===== src/rtl/sha256_nonce_feeder_pkg.sv =====
// +--------------------------------------------------------------------------+
// | sha256_nonce_feeder_pkg : shared types and constants for the feeder      |
// | Rev 1.0                                                                  |
// +--------------------------------------------------------------------------+
`default_nettype none

package sha256_nonce_feeder_pkg;

  typedef enum logic [1:0] {
    ST_IDLE  = 2'd0,
    ST_RUN   = 2'd1,
    ST_DRAIN = 2'd2,
    ST_DONE  = 2'd3
  } state_e;

  localparam logic [31:0] PAD_WORD    = 32'h8000_0000;
  localparam logic [31:0] LEN_WORD    = 32'h0000_0280;
  localparam int          PPL_LATENCY = 66;

  // Second 64-byte block of an 80-byte header: tail, nonce, padding, bit length.
  function automatic logic [511:0] build_chunk(input logic [95:0] tail_w,
                                               input logic [31:0] nonce_w);
    return {tail_w, nonce_w, PAD_WORD, 320'd0, LEN_WORD};
  endfunction

endpackage

`default_nettype wire


===== src/rtl/sha256_hit_check.sv =====
// +--------------------------------------------------------------------------+
// | sha256_hit_check : registered difficulty compare, hit nonce and count    |
// | Rev 1.0                                                                  |
// +--------------------------------------------------------------------------+
`default_nettype none

module sha256_hit_check (
  input  logic        clk,
  input  logic        rst,
  input  logic        clr_i,
  input  logic        valid_i,
  input  logic [31:0] hash_i,
  input  logic [31:0] mask_i,
  input  logic [31:0] nonce_i,
  output logic        found_o,
  output logic [31:0] found_nonce_o,
  output logic [15:0] hit_count_o
);

  logic        found_q;
  logic [31:0] found_nonce_q;
  logic [15:0] hit_count_q;
  logic        hit_w;

  always_comb begin
    hit_w = valid_i && ((hash_i & mask_i) == 32'd0);
  end

  always_ff @(posedge clk) begin
    if (rst) begin
      found_q       <= 1'b0;
      found_nonce_q <= 32'd0;
      hit_count_q   <= 16'd0;
    end else begin
      found_q <= hit_w;
      if (hit_w) begin
        found_nonce_q <= nonce_i;
      end
      if (clr_i) begin
        hit_count_q <= 16'd0;
      end else if (hit_w && (hit_count_q != 16'hFFFF)) begin
        hit_count_q <= hit_count_q + 16'd1;
      end
    end
  end

  assign found_o       = found_q;
  assign found_nonce_o = found_nonce_q;
  assign hit_count_o   = hit_count_q;

endmodule

`default_nettype wire


===== src/rtl/sha256_nonce_feeder.sv =====
// +--------------------------------------------------------------------------+
// | sha256_nonce_feeder : issues one nonce per cycle into a SHA-256 pipeline |
// | and tracks in-order results for difficulty hits.             Rev 1.0     |
// +--------------------------------------------------------------------------+
`default_nettype none

module sha256_nonce_feeder
  import sha256_nonce_feeder_pkg::*;
#(
  parameter int INFLIGHT_W = 8
) (
  input  logic         clk,
  input  logic         rst,
  input  logic         start,
  input  logic         abort,
  input  logic [255:0] midstate,
  input  logic [95:0]  tail,
  input  logic [31:0]  nonce_start,
  input  logic [31:0]  nonce_end,
  input  logic [31:0]  hit_mask,
  output logic         ppl_valid_o,
  output logic [255:0] ppl_init,
  output logic [511:0] ppl_chunk,
  input  logic         ppl_valid_i,
  input  logic [31:0]  ppl_hash_7,
  output logic         busy,
  output logic         done,
  output logic         found,
  output logic [31:0]  found_nonce,
  output logic [15:0]  hit_count
);

  state_e                  state_q, state_d;
  logic [255:0]            init_q;
  logic [95:0]             tail_q;
  logic [31:0]             end_q, mask_q, issue_nonce_q, ret_nonce_q;
  logic [INFLIGHT_W-1:0]   inflight_q, inflight_d;
  logic                    valid_q;
  logic [511:0]            chunk_q;
  logic                    accept_w, issue_w, last_w, ret_w;

  always_comb begin
    accept_w = (state_q == ST_IDLE) && start;
    issue_w  = (state_q == ST_RUN) && !abort;
    last_w   = issue_w && (issue_nonce_q == end_q);
    ret_w    = ppl_valid_i && ((state_q == ST_RUN) || (state_q == ST_DRAIN));
  end

  always_ff @(posedge clk) begin
    if (rst) begin
      state_q <= ST_IDLE;
    end else begin
      state_q <= state_d;
    end
  end

  always_comb begin
    state_d = state_q;
    case (state_q)
      ST_IDLE:  if (start) state_d = ST_RUN;
      ST_RUN:   if (abort || last_w) state_d = ST_DRAIN;
      ST_DRAIN: if ((inflight_q == '0) && !ppl_valid_i) state_d = ST_DONE;
      ST_DONE:  state_d = ST_IDLE;
      default:  state_d = ST_IDLE;
    endcase
  end

  always_comb begin
    busy = (state_q != ST_IDLE);
    done = (state_q == ST_DONE);
  end

  // Issue and return in the same cycle cancel out.
  always_comb begin
    inflight_d = inflight_q;
    if (issue_w && !ret_w) begin
      inflight_d = inflight_q + INFLIGHT_W'(1);
    end else if (!issue_w && ret_w) begin
      inflight_d = inflight_q - INFLIGHT_W'(1);
    end
  end

  always_ff @(posedge clk) begin
    if (rst) begin
      init_q        <= '0;
      tail_q        <= '0;
      end_q         <= '0;
      mask_q        <= '0;
      issue_nonce_q <= '0;
      ret_nonce_q   <= '0;
      inflight_q    <= '0;
      valid_q       <= 1'b0;
      chunk_q       <= '0;
    end else begin
      inflight_q <= inflight_d;
      valid_q    <= issue_w;
      if (accept_w) begin
        init_q        <= midstate;
        tail_q        <= tail;
        end_q         <= nonce_end;
        mask_q        <= hit_mask;
        issue_nonce_q <= nonce_start;
        ret_nonce_q   <= nonce_start;
      end
      if (issue_w) begin
        chunk_q       <= build_chunk(tail_q, issue_nonce_q);
        issue_nonce_q <= issue_nonce_q + 32'd1;
      end
      if (ret_w) begin
        ret_nonce_q <= ret_nonce_q + 32'd1;
      end
    end
  end

  assign ppl_valid_o = valid_q;
  assign ppl_init    = init_q;
  assign ppl_chunk   = chunk_q;

  sha256_hit_check u_hit_check (
    .clk           (clk),
    .rst           (rst),
    .clr_i         (accept_w),
    .valid_i       (ret_w),
    .hash_i        (ppl_hash_7),
    .mask_i        (mask_q),
    .nonce_i       (ret_nonce_q),
    .found_o       (found),
    .found_nonce_o (found_nonce),
    .hit_count_o   (hit_count)
  );

endmodule

`default_nettype wire

===== config.mk =====
export PLATFORM = sky130hd
export DESIGN_NAME = sha256_nonce_feeder
export DESIGN_NICKNAME = d
export VERILOG_FILES = /design/src/rtl/sha256_nonce_feeder_pkg.sv /design/src/rtl/sha256_hit_check.sv /design/src/rtl/sha256_nonce_feeder.sv
export SDC_FILE = /design/constraint.sdc
export NUM_CORES = 1
export LEC_CHECK = 0
export CAP_MARGIN = 25
export CORE_AREA = 2 2 504 506
export CTS_CLUSTER_DIAMETER = 100
export DETAILED_ROUTE_END_ITERATION = 6
export DIE_AREA = 0 0 506 508
export GPL_TIMING_DRIVEN = 0
export SYNTH_ARGS = -nofsm -noshare
export SYNTH_HDL_FRONTEND = slang
export SYNTH_HIERARCHICAL = 1
export SYNTH_SLANG_ARGS = --single-unit

===== constraint.sdc =====
create_clock -name clk -period 4.15 [get_ports clk]
set_input_delay 0.6225 -clock clk [delete_from_list [all_inputs] [get_ports clk]]
set_output_delay 0.6225 -clock clk [all_outputs]
set_load 0.03 [all_outputs]

==> out/metrics.cfg <==
[timing]
fin_crit_ns = 3.85
hold_ws_ns = 0.423
fin_ws_ns = 0.302
maxSlewHeadroom = 0.196
final_max_slew_viol_count = 0

[synthesis]
async_flop_share = 0
ys_sh_adder = 0.00725
ys_top_cells_by_count = nand2_1, dfxtp_1, a21oi_1
synth_top_area_share = 0.468
synth.area.top_cells = dfxtp_1, nand2_1, a21oi_1, buf_4, clkbuf_1
xor_share = 0.0119
ff_type = dfxtp_1

[pwr]
pg_comb_mw = 9.46
power.switching_mw = 10.6
vdd_ir_drop_max_mv = 0.362
power_frac_seq = 0.326
power_density_nw_per_um2 = 553

[clocking]
ctsHoldBuffers = 0
clockRootBuffer = clkbuf_16
cts_setup_buffers = 0

[route]
met2_length_um = 85100
ant_nets = 0
m1WireLength_um = 69800
route.met3.wl_um = 27500
top_layer_used = met5

[floorplanning]
chip_area_um2 = 257000
ioPinCount = 1305
rows = 185

[hold_path]
holdCritStartpoint = tail_q[10]
holdPathStages = 2
min_to = ppl_chunk[426]

[status]
status = finished, final reports clean

[worst_setup_path]
cp-endpoint = inflight_q[7]
setup.worst_path.class = register to register
worst-r2r-setup-slack_ns = 0.30
cp.depth = 14
regToRegStartpoint = state_q[1]
worstPathMaxFanout = 10
max_stage_delay_ns = 0.47
crit_start = state_q[1]

[finish]
combGateArea_um2 = 12800

[global_route]
grt_max_degree = 16
grt_overflow_total = 0

[placed_design]
gp_congestion = 0.883

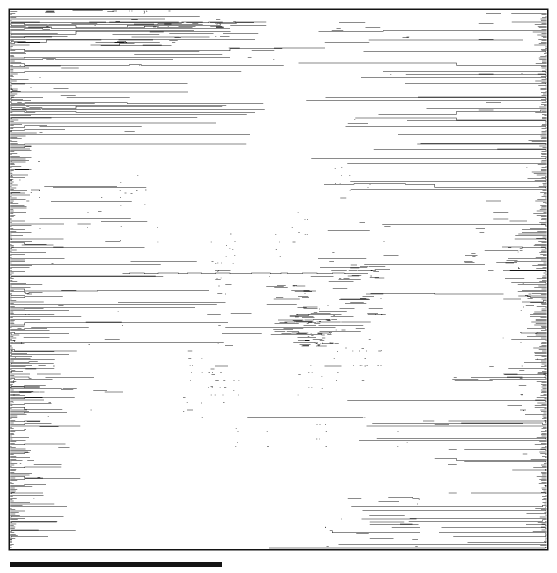
*The metal 3 layer*
Scale bar: 200 um.
nets with wire on the layer: 1,027
longest straight run: 260 um
main direction: horizontal
detailed-route via count: 29,700
GR Util met3: 0.0827
wirelength, routed: 188,000 um

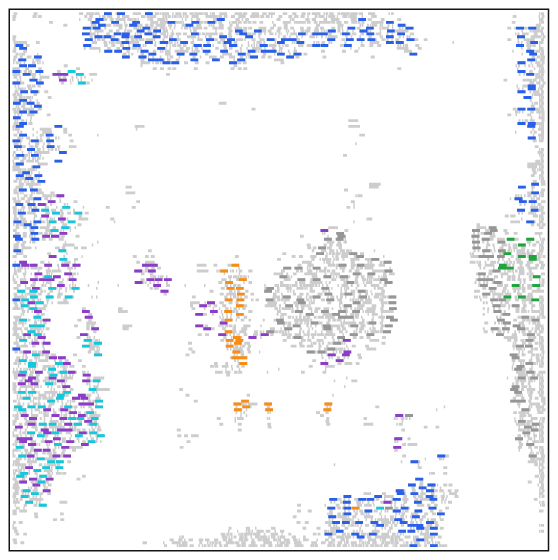
*Sequential cells coloured by netlist name*
Other sequential cells in the stronger grey, the rest of the logic in the fainter grey.
| colour | name in the netlist | flops |
|---|---|---|
| orange | `end_q` | 32 |
| green | `u_hit_check/hit_count_o` | 16 |
| purple | `ppl_chunk` | 129 |
| blue | `ppl_init` | 256 |
| cyan | `tail_q` | 96 |
Seq/total area: 0.287
seq pwr: 8.41 mW
Reg area: 13,400 um2
final cell utilization of the core: 0.185

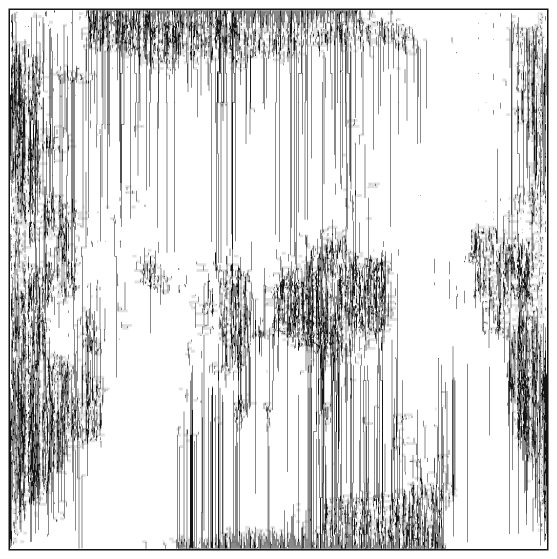
*Signal wires on met2*
share of all routed wire: 45%
nets with wire on the layer: 4,448
main direction: vertical
met2 usage in global routing: 0.224

No activity file was given, so power comes from the tool's default toggle rates.
